### config.mk
export PLATFORM = sky130hd
export DESIGN_NAME = pulse_stretcher
export DESIGN_NICKNAME = d
export VERILOG_FILES = /design/src/rtl/stretcher_pkg.sv /design/src/rtl/stretcher_channel.sv /design/src/rtl/pulse_stretcher.sv
export SDC_FILE = /design/constraint.sdc
export NUM_CORES = 1
export LEC_CHECK = 0
export CAP_MARGIN = 10
export CORE_UTILIZATION = 38
export CTS_CLUSTER_SIZE = 24
export DETAILED_ROUTE_END_ITERATION = 6
export SYNTH_ARGS = -nofsm -noshare
export SYNTH_HDL_FRONTEND = slang
export SYNTH_SLANG_ARGS = --single-unit
### constraint.sdc
create_clock -name clk -period 2.4 [get_ports clk]
set_input_delay 0.48 -clock clk [delete_from_list [all_inputs] [get_ports clk]]
set_output_delay 0.48 -clock clk [all_outputs]
set_load 0.05 [all_outputs]
### src/rtl/stretcher_pkg.sv
// Shared types and helpers for the pulse stretcher channels.
package stretcher_pkg;

  typedef enum logic [1:0] {
    ST_IDLE = 2'd0,
    ST_ON   = 2'd1,
    ST_GAP  = 2'd2
  } stretch_state_t;

  function automatic int max2(input int a, input int b);
    return (a > b) ? a : b;
  endfunction

endpackage

### src/rtl/stretcher_channel.sv
// One stretch channel: holds the output high for HOLD_CYCLES, then forces a
// GAP_CYCLES low gap, replaying queued events with a saturating pending count.
module stretcher_channel
  import stretcher_pkg::*;
#(
  parameter int HOLD_CYCLES = 12500000,
  parameter int GAP_CYCLES  = 6250000,
  parameter int MAX_PENDING = 3
) (
  input  logic           clk,
  input  logic           rst,
  input  logic           i_pulse,
  input  logic           i_clear_ovf,
  output logic           o_level,
  output logic           o_busy,
  output logic           o_overflow,
  output stretch_state_t o_state
);

  localparam int CBITS = $clog2(max2(HOLD_CYCLES, GAP_CYCLES) + 1);
  localparam int PBITS = $clog2(MAX_PENDING + 1);
  localparam logic [CBITS-1:0] HOLD_LAST = CBITS'(HOLD_CYCLES - 1);
  localparam logic [CBITS-1:0] GAP_LAST  = CBITS'(GAP_CYCLES - 1);
  localparam logic [CBITS-1:0] T_ONE     = CBITS'(1);
  localparam logic [PBITS-1:0] PEND_MAX  = PBITS'(MAX_PENDING);
  localparam logic [PBITS-1:0] P_ONE     = PBITS'(1);

  stretch_state_t   state_q, state_d;
  logic [CBITS-1:0] timer_q, timer_d;
  logic [PBITS-1:0] pend_q, pend_d;
  logic             ovf_q, ovf_d;
  logic             level_q, busy_q;
  logic             enq, deq, set_ovf;

  always_comb begin
    state_d = state_q;
    timer_d = timer_q;
    deq     = 1'b0;
    case (state_q)
      ST_IDLE: begin
        if (i_pulse) begin
          state_d = ST_ON;
          timer_d = '0;
        end
      end
      ST_ON: begin
        if (timer_q == HOLD_LAST) begin
          state_d = ST_GAP;
          timer_d = '0;
        end else begin
          timer_d = timer_q + T_ONE;
        end
      end
      ST_GAP: begin
        if (timer_q == GAP_LAST) begin
          timer_d = '0;
          if (pend_q != '0) begin
            state_d = ST_ON;
            deq     = 1'b1;
          end else begin
            state_d = ST_IDLE;
          end
        end else begin
          timer_d = timer_q + T_ONE;
        end
      end
      default: begin
        state_d = ST_IDLE;
        timer_d = '0;
      end
    endcase

    // A pulse that coincides with a dequeue cancels out, so it can never overflow.
    enq     = i_pulse && (state_q != ST_IDLE);
    pend_d  = pend_q;
    set_ovf = 1'b0;
    if (enq && !deq) begin
      if (pend_q == PEND_MAX) set_ovf = 1'b1;
      else                    pend_d  = pend_q + P_ONE;
    end else if (!enq && deq) begin
      pend_d = pend_q - P_ONE;
    end

    if (set_ovf)          ovf_d = 1'b1;
    else if (i_clear_ovf) ovf_d = 1'b0;
    else                  ovf_d = ovf_q;
  end

  always_ff @(posedge clk) begin
    if (rst) begin
      state_q <= ST_IDLE;
      timer_q <= '0;
      pend_q  <= '0;
      ovf_q   <= 1'b0;
      level_q <= 1'b0;
      busy_q  <= 1'b0;
    end else begin
      state_q <= state_d;
      timer_q <= timer_d;
      pend_q  <= pend_d;
      ovf_q   <= ovf_d;
      level_q <= (state_d == ST_ON);
      busy_q  <= (state_d != ST_IDLE) || (pend_d != '0);
    end
  end

  assign o_level    = level_q;
  assign o_busy     = busy_q;
  assign o_overflow = ovf_q;
  assign o_state    = state_q;

endmodule

### src/rtl/pulse_stretcher.sv
// Array of independent stretch channels turning 1-cycle events into visible levels.
module pulse_stretcher
  import stretcher_pkg::*;
#(
  parameter int CHANNELS    = 4,
  parameter int HOLD_CYCLES = 12500000,
  parameter int GAP_CYCLES  = 6250000,
  parameter int MAX_PENDING = 3
) (
  input  logic                  clk,
  input  logic                  rst,
  input  logic [CHANNELS-1:0]   i_pulse,
  input  logic [CHANNELS-1:0]   i_clear_ovf,
  output logic [CHANNELS-1:0]   o_level,
  output logic [CHANNELS-1:0]   o_busy,
  output logic [CHANNELS-1:0]   o_overflow,
  output logic [2*CHANNELS-1:0] o_dbg_state
);

  for (genvar g = 0; g < CHANNELS; g++) begin : g_ch
    stretch_state_t st;

    stretcher_channel #(
      .HOLD_CYCLES(HOLD_CYCLES),
      .GAP_CYCLES (GAP_CYCLES),
      .MAX_PENDING(MAX_PENDING)
    ) u_ch (
      .clk        (clk),
      .rst        (rst),
      .i_pulse    (i_pulse[g]),
      .i_clear_ovf(i_clear_ovf[g]),
      .o_level    (o_level[g]),
      .o_busy     (o_busy[g]),
      .o_overflow (o_overflow[g]),
      .o_state    (st)
    );

    assign o_dbg_state[2*g +: 2] = st;
  end

endmodule

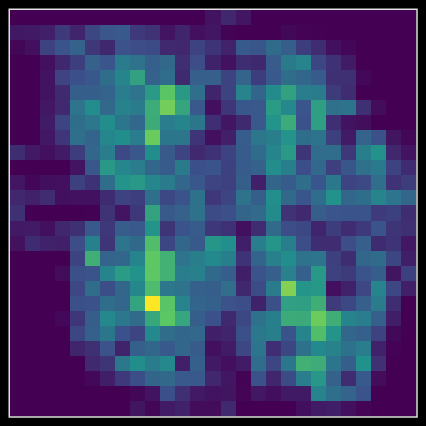
run_1/metal_density.png
Scale: 3 px per µm. The die is cut into 27 by 27 equal tiles; dark purple is low, yellow is high, scaled to the fullest tile. Values are wire area over tile area, all layers added.
- nearly empty tiles: 21%
- emptiest ninth of the die: bottom left
- densest ninth of the die: middle
- mean over tiles: 0.13
- tiles over half the peak: 7.8%
- fullest tile: 0.61

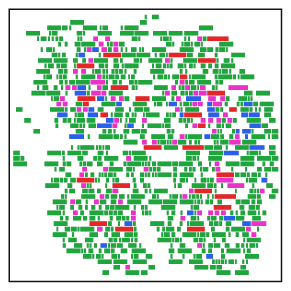
run_1/sizes.png
Scale: 2 px per µm.
- blue: _2 cells (cells 36; share 3.9%)
- magenta: _3 and _4 cells (cells 89; share 9.7%)
- green: _0 and _1 cells (cells 762; share 83%)
- red: _6 and larger (cells 26; share 2.8%)

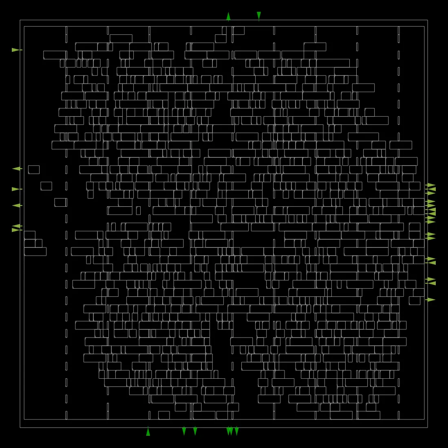
run_1/placement.png
Util after Layout: 0.487
core area: 17,400 µm²
sequential share of cell area: 0.295
well-tap cell count: 225

==> job_summary.md, run 1 <==
### Yosys + OpenROAD results

| Metric | Value |
|---|---|
| Htree depth | `4` |
| Max-area cell class | `logic gates` |
| Final setup fails | `3` |
| ClkCell Share | `0.0710` |
| Total Power | `5.28 mW` |
| Required @ worst endpoint | `2.69 ns` |
| Clock share of power | `0.494` |
| Logic share of the area | `0.480` |
| HP Start | `rst` |
| Failing checks | `setup timing` |
| Congestion Overflow GR | `0` |
| Synth Area in Adders | `0.0666` |
| Met2 wire length | `7.09 mm` |
| Floorplan core density | `0.390` |
| Non-clock buffer share | `0.104` |
| WP data arrival | `2.77 ns` |
| EDFF count, synth | `0` |
| Vias in the first global route | `5,807` |
| Tool warnings | `53` |
| Reg2reg start | `g_ch[1].u_ch.timer_q[5]` |
| First-pass GRT wire length | `27.4 mm` |
| Worst Path Max Fanout | `2` |
| Nets at Floorplan | `865` |
| Worst vdd rail ir drop | `568 µV` |
| Placed insts | `1,101` |
| Yosys cell count | `819` |
| Layout Nets | `946` |
| Most flops, register | `g_ch.u_ch.timer_q` |
| Unrepaired setup endpoints after global routing | `true` |
| Worst setup margin | `-0.0831 ns` |
| DRT Pass-1 Iters | `5` |
| IO Port Bufs | `29` |
| Startpoint Class | `register` |
| Number of signal-net buffers in the layout | `105` |
| Synth mux share | `0.00315` |
| R2R depth | `6` |
| Slew @ Worst Pin | `0.603 ns` |
| Combinational power share | `0.102` |
| DRC violations left | `0` |
| Post-route insts no fill | `1,138` |
| NetSw | `1.34 mW` |
| I/O Pins | `30` |
| Vias per cell | `5.18` |
| Met1 Routed Length | `7.96 mm` |
| DR top layer | `met4` |
| MaxCap Viol Count | `0` |
| GRT met1 Usage | `0.247` |
| Post-Syn Area per Cell | `8.26 µm²` |
| Row cnt | `48` |
| Yosys top cell by area | `dfxtp_1` |
| Max-area cell share | `0.367` |
| Post-Syn Area | `6760 µm²` |
| Mi-comb count | `615` |
| LEAKAGE | `2.99 nW` |
| Xor+xnor area frac | `0.102` |
| Max-slew violations | `0` |
| Final Wtd Congestion | `0.821` |
| Final wirelength | `15.8 mm` |
| Reg clk slew, reported paths | `0.06 ns` |
| Clock buffers | `18` |
| DIE AREA | `18,300 µm²` |
| Logic area | `4060 µm²` |
| Yosys Chip Area | `6760 µm²` |
| Met2 Use GR | `0.299` |
| CP Launch Point | `g_ch[1].u_ch.timer_q[5]` |
| Grt met3 use | `0.0385` |
| Clock period minus final worst setup slack | `2.48 ns` |
| Busiest grt layer | `met2` |
| Worst setup path endpoint | `g_ch[1].u_ch.o_busy` |
| Ys async rst share | `0` |
| Via Count | `5,890` |
| Fin Setup TNS | `-0.125 ns` |
| Tot GR Track Use | `0.187` |
| CTS Buf Count | `17` |
| Width of the die | `135 µm` |
| Cells after synthesis | `819` |
| Status | `complete, but fails checks` |
| Synth Flop Type | `dfxtp_1` |
| Flop-to-flop setup slack | `-0.08 ns` |
| Clock Sinks | `124` |
| Top-count cell post-synth | `dfxtp_1` |
| Sequential standard cell area | `2500 µm²` |
| WHS | `0.429 ns` |
| Setup CP Type | `reg -> reg` |
| Synth cell count leaders | `dfxtp_1 (124), nor2_1 (123), nand2_1 (62)` |
| Cell Type Count | `68` |
| Max Fclk | `403 MHz` |
| Net Sw Frac | `0.253` |
| Crit. End Element | `register` |
| Dpl hpwl | `11.2 mm` |
| # diodes | `0` |
| Final hold vios | `0` |
| Sequential Power Share | `0.404` |
| # hold bufs at CTS | `0` |
| Number of non-clock inverters | `37` |
| Aoi share | `0.0953` |
| Met3 WL | `521 µm` |
| Pwr Density | `624 nW/µm²` |
| Fill count | `1,667` |
| Flop count | `124` |
| Clk ins delay skew pair | `0.42 ns` |
| Die height | `135 µm` |
| Antenna-violating nets left | `0` |
| Yosys warning count | `0` |
[run 1: worst max-delay path, cell delays in order (launching register included)]
cell,delay [ns]
dfxtp_2,0.31
or4_4,0.52
or4_4,0.43
or4b_4,0.58
xnor2_4,0.15
o211ai_1,0.24
a41oi_2,0.12
[run 1: cell families (layout without fill, tap and decap cells)]
logic type | after synthesis | in the layout
AND/OR/NAND/NOR | 406 | 406
flip-flops | 124 | 124
AND-OR/OR-AND | 94 | 94
buffers and inverters | 80 | 174
XOR/XNOR | 77 | 77
adder cells (fa/ha/maj) | 36 | 36
multiplexers | 2 | 2
[run 1: placed cells by master, fill, tap and decap left out, types with 5 or more instances in the layout]
cell / count
nor2_1: 123
dfxtp_1: 117
buf_4: 71
nand2_1: 61
nand3_1: 58
xnor2_1: 40
inv_1: 37
xor2_1: 36
ha_1: 35
nand4_1: 29
clkdlybuf4s50_1: 28
a21oi_1: 22
clkbuf_16: 17
nor3_1: 16
and3_1: 15
nor4_1: 14
nor2b_1: 12
o21ai_0: 11
nand2b_1: 10
nor4bb_1: 8
a31oi_1: 8
nor3b_1: 7
and4_1: 7
nand3b_1: 5
o211ai_1: 5
o32ai_1: 5
and2_1: 5
dfxtp_2: 5
[run 1: repair_timing]
action / CTS / global route
setup buffers: 0 / 4
resized: 3 / 26
setup endpoints to repair: 33 / 97
pin swaps: 6 / 15
gates cloned: 1 / 0
[run 1: power groups by stage]
stage               clock network (mW)  registers (mW)  logic, mW
floorplan                            0            2.20      0.333
global placement                     0            2.18      0.516
detailed placement                   0            2.18      0.515
CTS                               2.66            2.13      0.525
global route                      2.77            2.14      0.587
finish                            2.61            2.13      0.536
==> run 1 -> run 2 <==
CORE_ASPECT_RATIO = 1.75   (was default)
SLEW_MARGIN = 40   (was default)
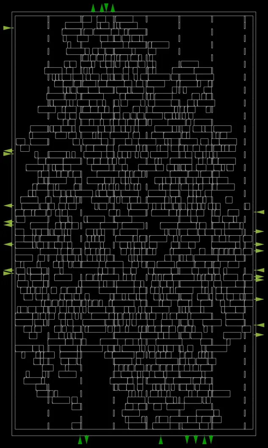
run_2/placement.png
core area: 17,500 µm²
flop count: 124

==> run 2 against run 1 <==
Effect of this change: non-clock buffer count grew 9; the flow still finishes with violations (setup timing); setup slack gained 0.015 ns; total power shrank 1.8%; critical path depth is the same; synthesized cell count is the same; sequential cell count is the same; sequential power is essentially flat.
==> job_summary.md, run 2 <==
### Yosys + OpenROAD results

| Metric | Value |
|---|---|
| Status | `complete, but fails checks` |
| Failing checks | `setup timing` |
| Via Count | `6,039 (+2.5%)` |
| Final Wtd Congestion | `0.848 (+3.3%)` |
| # diodes | `0 (unchanged)` |
| Post-cts repair resize count | `3 (unchanged)` |
| Average routed wire per standard cell | `14.8 µm` |
| Placed Instance Area | `7820 µm²` |
| Fill count | `1,775 (+6.5%)` |
| Aoi share | `0.0953 (unchanged)` |
| Non-clock buffer share | `0.112 (+0.00780)` |
| DRT iter0 DRCs | `212` |
| Synth Area in Adders | `0.0666 (unchanged)` |
| Clock Sinks | `124 (unchanged)` |
| Layout Nets | `955 (+0.95%)` |
| Place WS | `-0.0936 ns` |
| First-pass GRT wire length | `28.1 mm (+2.7%)` |
| Commonest Layout Cell | `nor2_1` |
| Logic area | `4040 µm² (-0.40%)` |
| Final wirelength | `17.1 mm (+8.2%)` |
| DRC violations left | `0 (unchanged)` |
| Well-tap cell count | `231 (+2.7%)` |
| Mi-comb count | `615 (unchanged)` |
| Yosys cell count | `819 (unchanged)` |
| Dpl hpwl | `12.7 mm (+14%)` |
| Post-Syn Area per Cell | `8.26 µm² (unchanged)` |
| Worst Path Max Fanout | `2 (unchanged)` |
| Worst vdd rail ir drop | `405 µV (-29%)` |
| Xor+xnor area frac | `0.102 (unchanged)` |
| Fin Setup TNS | `-0.0770 ns (+0.0479 ns)` |
| R2R depth | `6 (unchanged)` |
| Max Fclk | `405 MHz (+0.60%)` |
| Clock buffers | `24 (+6)` |
| I/O Pins | `30 (unchanged)` |
| Hold Crit Class | `in -> reg` |
| Yosys warning count | `0 (unchanged)` |
| Htree depth | `4 (unchanged)` |
| Required @ worst endpoint | `2.68 ns (about the same)` |
| IO Port Bufs | `29 (unchanged)` |
| Tot GR Track Use | `0.198 (+0.0112)` |
| Row cnt | `64 (+33%)` |
| DRT Pass-1 Iters | `4 (-1)` |
| Sequential standard cell area | `2500 µm² (+0.15%)` |
| Reg2reg start | `g_ch[1].u_ch.timer_q[5]` |
| DIE AREA | `18,400 µm² (+0.11%)` |
| Reg clk slew, reported paths | `0.06 ns (about the same)` |
| Clk ins delay skew pair | `0.42 ns (about the same)` |
| Post-synth regs | `124` |
| Area growth syn-to-layout | `25.6%` |
| Number of non-clock inverters | `37 (unchanged)` |
| Flop-to-flop setup slack | `-0.07 ns (about the same)` |
| Placed insts | `1,119 (+1.6%)` |
| Largest net degree at the start of global routing | `42` |
| CTS tree | `built` |
| Cells after synthesis | `819 (unchanged)` |
| Share of layout cells above drive strength 1 | `0.172` |
| Number of antenna violations at the first check in global routing | `0` |
| Worst setup margin | `-0.0683 ns (+0.0148 ns)` |
| Unrepaired setup endpoints after global routing | `true` |
| Number of signal-net buffers in the layout | `114 (+8.6%)` |
| WP data arrival | `2.75 ns (-0.02 ns)` |
| Seq share, synth | `0.367` |
| Hold depth | `3` |
| Crit. End Element | `register` |
| Worst reg2reg path endpoint | `g_ch[1].u_ch.o_busy` |
| WHS | `0.474 ns (+0.0450 ns)` |
| Period utilization | `1.03` |
| Pwr Density | `610 nW/µm² (-2.2%)` |
| Top cells by area | `dfxtp_1 (37%), nor2_1 (6.8%), ha_1 (6.7%), xnor2_1 (5.2%), xor2_1 (4.7%)` |
| Clock skew | `0.00796 ns` |
| Final hold vios | `0 (unchanged)` |
| Ys async rst share | `0 (unchanged)` |
| Worst slew margin | `0.618` |
| LEAKAGE | `3.02 nW (+1.1%)` |
| Clock root cell | `clkbuf_16` |
| Util after Layout | `0.487 (-0.000717)` |
| Synth Flop Type | `dfxtp_1` |
| HP Start | `rst` |
| Yosys Chip Area | `6760 µm² (unchanged)` |
| Die height | `178 µm (+32%)` |
| Floorplan core density | `0.387 (-0.00223)` |
| Setup CP Type | `reg -> reg` |
| Slew @ Worst Pin | `0.572 ns (-0.0308 ns)` |
| Largest register FFs | `96` |
| # Post-CTS Setup Buffers | `0 (unchanged)` |
| Logic family by area | `simple AND/OR/NAND/NOR gates` |
| Clock period minus final worst setup slack | `2.47 ns (-0.0148 ns)` |
| Post-route insts no fill | `1,152 (+1.2%)` |
| Logic share of the area | `0.476 (-0.00396)` |
| Width of the die | `103 µm (-24%)` |
| Max-area cell share | `0.367 (unchanged)` |
| CTS Buf Count | `17 (unchanged)` |
| Clock Path Buffers | `2` |
| Post-Syn Area | `6760 µm² (unchanged)` |
| MaxCap Viol Count | `0 (unchanged)` |
| Tool warnings | `53 (unchanged)` |
| Max-area cell class | `logic gates` |
| # hold bufs at CTS | `0 (unchanged)` |
| Congestion Overflow GR | `0 (unchanged)` |
| Total Power | `5.18 mW (-1.8%)` |
| Vias in the first global route | `6,100 (+5.0%)` |
| Yosys top cell by area | `dfxtp_1` |
| Most flops, register | `g_ch.u_ch.timer_q` |
| Startpoint Class | `register` |
| Most common logic cells in the final layout | `nor2_1 (123), dfxtp_1 (114), buf_4 (80)` |
| Max-slew violations | `0 (unchanged)` |
| Antenna-violating nets left | `0 (unchanged)` |
| ClkCell Share | `0.0673 (-0.00369)` |
| Final setup fails | `2 (-1)` |
| Hold path endpoint | `g_ch[1].u_ch.timer_q[1]` |
| Sequential share of cell area | `0.294 (-0.000818)` |
| Synth cell count leaders | `dfxtp_1 (124), nor2_1 (123), nand2_1 (62)` |
| Synth mux share | `0.00315 (unchanged)` |
| Vias per cell | `5.24 (+1.3%)` |
| Nets at Floorplan | `865 (unchanged)` |
| Cell Type Count | `68 (unchanged)` |
| Simple share | `0.313` |
| Fin area | `8500 µm²` |
| Top-count cell post-synth | `dfxtp_1` |
| EDFF count, synth | `0 (unchanged)` |
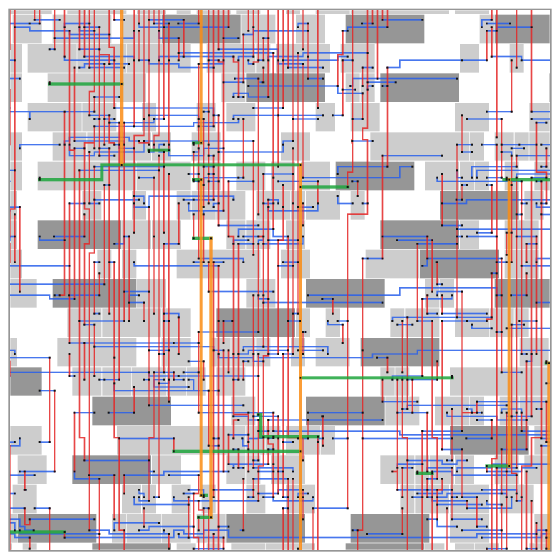
run_2/detail.png
Region (26, 100) to (76, 150) µm. Cells in grey, sequential cells in the stronger grey; small squares are vias.
- green: metal 3
- red: metal 2
- blue: metal 1
- orange: metal 4
- cells with their middle in the window: 170
- most frequent: nor2_1 (23), dfxtp_1 (20), buf_4 (20)
- sequential cells in the window: 22
- netlist names of flops here include: g_ch.u_ch.timer_q (22)

==> run 2: netlist changes by cell type in the layout (fill, tap and decap cells not counted), sizes merged <==
cell,before,now
inv,38,37
clkbuf,18,24
clkinv,6,3
bufinv,3,2
buf,77,86
clkinvlp,4,2
==> run 2: worst max path at each step <==
stage	from	endpoint	slack (ns)	cells after the start
final	g_ch[1].u_ch.timer_q[5]	g_ch[1].u_ch.o_busy	-0.07	6
after global routing	g_ch[1].u_ch.timer_q[5]	g_ch[1].u_ch.o_busy	-0.14	6
after CTS	g_ch[1].u_ch.timer_q[5]	g_ch[1].u_ch.o_busy	-0.08	6
after detailed placement	g_ch[1].u_ch.timer_q[5]	g_ch[1].u_ch.o_busy	-0.09	6
after global placement	g_ch[1].u_ch.timer_q[5]	g_ch[1].u_ch.o_busy	-0.07	6
after floorplan	g_ch[1].u_ch.timer_q[5]	g_ch[1].u_ch.o_busy	-0.12	7
==> run 2: where the power goes <==
part | total, mW | leakage [nW] | switching, mW | internal [mW]
registers | 2.14 | 1.01 | 0.0343 | 2.10
logic | 0.539 | 1.74 | 0.325 | 0.214
clock network | 2.51 | 0.276 | 0.910 | 1.60
==> run 2: critical path: stages (launching register included) <==
cell	delay [ns]
dfxtp_2	0.31
or4_4	0.52
or4_4	0.42
or4b_4	0.54
xnor2_4	0.15
o211ai_1	0.24
a41oi_2	0.15
==> run 2: cell families after synthesis <==
group                    Yosys count
AND/OR/NAND/NOR                  406
flip-flops                       124
AND-OR/OR-AND                     94
buffers and inverters             80
XOR/XNOR                          77
adder cells (fa/ha/maj)           36
multiplexers                       2
==> run 2: layer usage <==
metal	wire, µm	vias up	global-route usage
met5	0	-	0
met4	585	0	0.108
met3	372	40	0.0325
met2	9680	105	0.390
met1	6450	2861	0.186
li1	-	3033	-
==> run 2 -> run 3 <==
GPL_TIMING_DRIVEN = 1   (was default)
SLEW_MARGIN = default   (was 40)
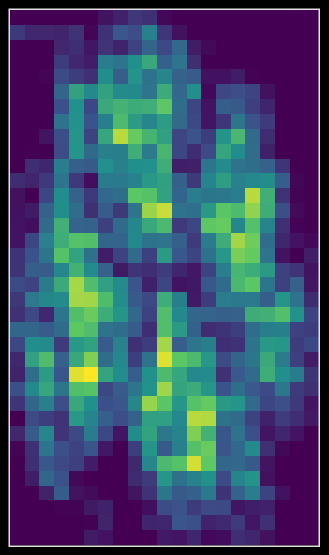
run_3/metal_density.png
Scale: 3 px per µm. The die is cut into 21 by 36 equal tiles; dark purple is low, yellow is high, scaled to the fullest tile. Values are wire area over tile area, all layers added.
- fullest tile: 0.52
- emptiest ninth of the die: top right
- nearly empty tiles: 20%
- tiles over half the peak: 19%
- mean over tiles: 0.15

==> run 3 against run 2 <==
Effect of this change: the run still ends with setup timing left; cell area did not move; register-to-register slack about the same; worst hold slack stayed put; non-clock buffer count unchanged; largest power group unchanged; core utilization stayed put; clock power is essentially flat; die area did not move; global-route usage is the same; highest routed layer unchanged; critical path depth is the same; setup slack unchanged; critical path type unchanged; sequential share of layout area is the same.
==> job_summary.md, run 3 <==
### Yosys + OpenROAD results

| Metric | Value |
|---|---|
| Status | `complete, but fails checks` |
| Failing checks | `setup timing` |
| Hold Crit Class | `in -> reg` |
| Top cells by area | `dfxtp_1 (37%), nor2_1 (6.8%), ha_1 (6.7%), xnor2_1 (5.2%), xor2_1 (4.7%)` |
| Post-Syn Area per Cell | `8.26 µm² (unchanged)` |
| Max-slew violations | `0 (unchanged)` |
| LEAKAGE | `3.02 nW (unchanged)` |
| Yosys top cell by area | `dfxtp_1` |
| Floorplan core density | `0.387 (unchanged)` |
| Clock skew | `0.00796 ns (unchanged)` |
| Top-count cell post-synth | `dfxtp_1` |
| EDFF count, synth | `0 (unchanged)` |
| Met2 Use GR | `0.390 (unchanged)` |
| DRT Pass-1 Iters | `4 (unchanged)` |
| R2R depth | `6 (unchanged)` |
| Commonest Layout Cell | `nor2_1` |
| Placed insts | `1,119 (unchanged)` |
| DRC violations left | `0 (unchanged)` |
| Reg2reg start | `g_ch[1].u_ch.timer_q[5]` |
| Final Wtd Congestion | `0.848 (unchanged)` |
| Hold path endpoint | `g_ch[1].u_ch.timer_q[1]` |
| First-pass GRT wire length | `28.1 mm (unchanged)` |
| Worst setup margin | `-0.0683 ns (unchanged)` |
| Pwr Density | `610 nW/µm² (unchanged)` |
| Tool warnings | `53 (unchanged)` |
| Yosys cell count | `819 (unchanged)` |
| Most common logic cells in the final layout | `nor2_1 (123), dfxtp_1 (114), buf_4 (80)` |
| Required @ worst endpoint | `2.68 ns (about the same)` |
| Fin area | `8500 µm² (unchanged)` |
| Clock Path Buffers | `2 (unchanged)` |
| Period utilization | `1.03 (unchanged)` |
| Vias in the first global route | `6,100 (unchanged)` |
| Slowest Stage Delay on Critical Path | `0.54 ns (about the same)` |
| WHS | `0.474 ns (unchanged)` |
| Htree depth | `4 (unchanged)` |
| Seq share, synth | `0.367 (unchanged)` |
| Synth cell count leaders | `dfxtp_1 (124), nor2_1 (123), nand2_1 (62)` |
| Most flops, register | `g_ch.u_ch.timer_q` |
| Internal power | `3.91 mW (unchanged)` |
| Layout Nets | `955 (unchanged)` |
| Hold depth | `3 (unchanged)` |
| Final wirelength | `17.1 mm (unchanged)` |
| Slowest-stage cell, CP | `or4b_4` |
| Via Count | `6,039 (unchanged)` |
| Yosys warning count | `0 (unchanged)` |
| Setup CP Type | `reg -> reg` |
| Grt met3 use | `0.0325 (unchanged)` |
| Max-area cell share | `0.367 (unchanged)` |
| I/O Pins | `30 (unchanged)` |
| WP data arrival | `2.75 ns (about the same)` |
| CTS Buf Count | `17 (unchanged)` |
| Vias per cell | `5.24 (unchanged)` |
| Met2 wire length | `9.68 mm (unchanged)` |
| Combinational power share | `0.104 (about the same)` |
| # diodes | `0 (unchanged)` |
| # hold bufs at CTS | `0 (unchanged)` |
| HP Start | `rst` |
| Worst reg2reg path endpoint | `g_ch[1].u_ch.o_busy` |
| Place WS | `-0.0936 ns (unchanged)` |
| CTS tree | `built` |
| Area growth syn-to-layout | `25.6% (unchanged)` |
| CP dominant cell by count | `or4_4` |
| Congestion Overflow GR | `0 (unchanged)` |
| GRT met1 Usage | `0.186 (unchanged)` |
| Worst slew margin | `0.618 (unchanged)` |
| Largest net degree at the start of global routing | `42 (unchanged)` |
| DIE AREA | `18,400 µm² (unchanged)` |
| Tot GR Track Use | `0.198 (unchanged)` |
| Clk ins delay skew pair | `0.42 ns (about the same)` |
| Worst Path Max Fanout | `2 (unchanged)` |
| Clock Sinks | `124 (unchanged)` |
| Util after Layout | `0.487 (unchanged)` |
| Post-route insts no fill | `1,152 (unchanged)` |
| NetSw | `1.27 mW (unchanged)` |
| Net Sw Frac | `0.245 (unchanged)` |
| IO Port Bufs | `29 (unchanged)` |
| Dpl hpwl | `12.7 mm (unchanged)` |
| Startpoint Class | `register` |
| Share of layout cells above drive strength 1 | `0.172 (unchanged)` |
| Cells after synthesis | `819 (unchanged)` |
| Crit path cell chain | `or4_4 > or4_4 > or4b_4 > xnor2_4 > o211ai_1 > a41oi_2` |
| Yosys Chip Area | `6760 µm² (unchanged)` |
| Total Power | `5.18 mW (unchanged)` |
| DRT iter0 DRCs | `212 (unchanged)` |
| Met1 Routed Length | `6.45 mm (unchanged)` |
| Post-Syn Area | `6760 µm² (unchanged)` |
| Die height | `178 µm (unchanged)` |
| Width of the die | `103 µm (unchanged)` |
| Busiest grt layer | `met2` |
| CP delay by family, top | `simple AND/OR/NAND/NOR gates` |
| Synth Flop Type | `dfxtp_1` |
| Unrepaired setup endpoints after global routing | `true` |
| Average routed wire per standard cell | `14.8 µm (unchanged)` |
| Flop-to-flop setup slack | `-0.07 ns (about the same)` |
| Core area | `17,500 µm² (unchanged)` |
| Worst path bufs/invs | `0 (unchanged)` |
| Reg clk slew, reported paths | `0.06 ns (about the same)` |
| Post-synth regs | `124 (unchanged)` |
| Final setup fails | `2 (unchanged)` |
| Crit. End Element | `register` |
| Cell Type Count | `68 (unchanged)` |
| Ys async rst share | `0 (unchanged)` |
| Slew @ Worst Pin | `0.572 ns (unchanged)` |
| Largest register FFs | `96 (unchanged)` |
| Final hold vios | `0 (unchanged)` |
| Placed Instance Area | `7820 µm² (unchanged)` |
| Met3 WL | `372 µm (unchanged)` |
| Nets at Floorplan | `865 (unchanged)` |
| MaxCap Viol Count | `0 (unchanged)` |
| Number of antenna violations at the first check in global routing | `0 (unchanged)` |
| Worst vdd rail ir drop | `405 µV (unchanged)` |
| Antenna-violating nets left | `0 (unchanged)` |
| Clock period minus final worst setup slack | `2.47 ns (unchanged)` |
| Fin Setup TNS | `-0.0770 ns (unchanged)` |
| Sequential Power Share | `0.412 (about the same)` |
| Clock root cell | `clkbuf_16` |
| Max Fclk | `405 MHz (unchanged)` |
| Row cnt | `64 (unchanged)` |
| DR top layer | `met4` |
| Clock share of power | `0.484 (about the same)` |
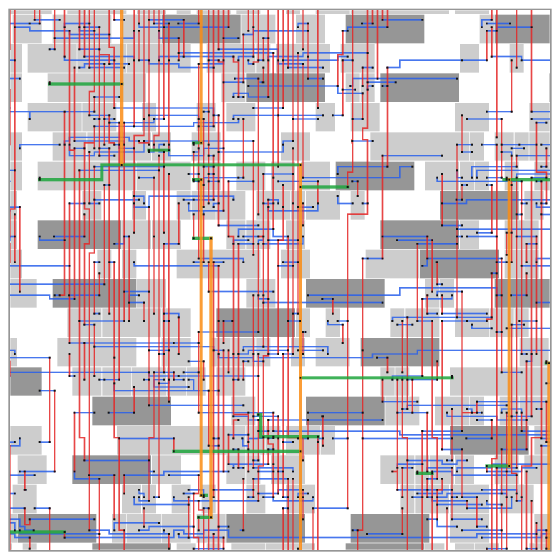
run_3/detail.png
Region (26, 100) to (76, 150) µm. Cells in grey, sequential cells in the stronger grey; small squares are vias.
- red: metal 2
- blue: metal 1
- orange: metal 4
- green: metal 3
- sequential cells in the window: 22
- netlist names of flops here include: g_ch.u_ch.timer_q (22)
- cells with their middle in the window: 170
- most frequent: nor2_1 (23), dfxtp_1 (20), buf_4 (20)

run 3: layout make-up:
| cell class | count | area [µm²] |
|---|---|---|
| multi-input combinational | 615 | 4040 |
| timing repair buffer | 114 | 953 |
| clock inverter | 7 | 90.1 |
| inverter | 37 | 139 |
| sequential | 124 | 2500 |
| clock buffer | 24 | 482 |
| fill | 1775 | 8960 |
| tap | 231 | 289 |
run 3: power groups by stage:
stage	Combinational [mW]	Sequential, mW	Clock, mW
CTS	0.528	2.14	2.57
floorplan	0.333	2.20	0
finish	0.539	2.14	2.51
global placement	0.524	2.18	0
global route	0.587	2.14	2.66
detailed placement	0.525	2.18	0
run 3: logic make-up (layout without fill, tap and decap cells):
family | Yosys count | count (layout) | share of synthesized area
and+or+nand+nor | 406 | 406 | 0.313
DFF | 124 | 124 | 0.367
AOI/OAI and AO/OA | 94 | 94 | 0.0953
buffers and inverters | 80 | 182 | 0.0527
xor gates and xnor gates | 77 | 77 | 0.102
adders and majority gates | 36 | 36 | 0.0666
muxes | 2 | 2 | 0.00315
run 3: how the worst max path moves through the flow:
stage,to,start,depth (start not counted)
2_1_floorplan,g_ch[1].u_ch.o_busy,g_ch[1].u_ch.timer_q[5],7
3_3_place_gp,g_ch[1].u_ch.o_busy,g_ch[1].u_ch.timer_q[5],6
3_5_place_dp,g_ch[1].u_ch.o_busy,g_ch[1].u_ch.timer_q[5],6
4_1_cts,g_ch[1].u_ch.o_busy,g_ch[1].u_ch.timer_q[5],6
5_1_grt,g_ch[1].u_ch.o_busy,g_ch[1].u_ch.timer_q[5],6
6_report,g_ch[1].u_ch.o_busy,g_ch[1].u_ch.timer_q[5],6
run 3: what timing repair did:
item,CTS,global route
cloned,0,1
pin swaps,1,4
setup buffers,0,1
setup endpoints to repair,46,75
resized,3,23

==> gallery <==
PDN straps and rails.
Scale: 3 px per µm. Pins as bars on the die edge.
picture 1
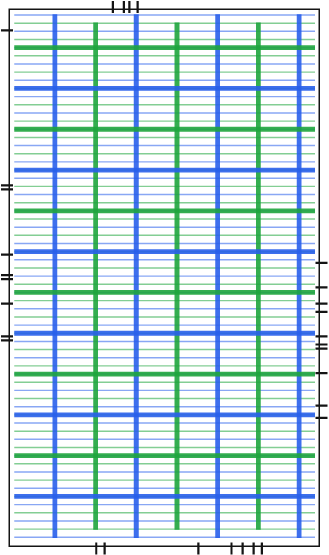
picture 2
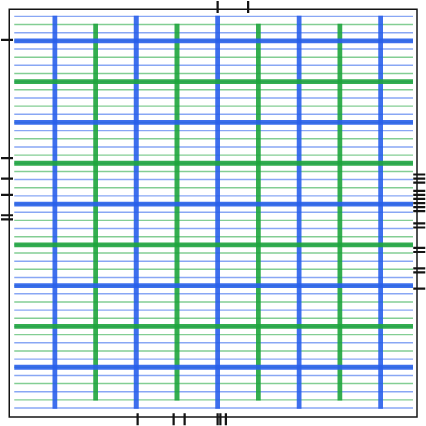
- picture 2 = run 1
- picture 1 = run 2

Key to picture 1:
- green: VDD
- blue: VSS
- met1 rails: 65
- rows: 64
- met5 straps: 12
- signal pins: 30

Power is estimated from default activity; no workload was simulated.
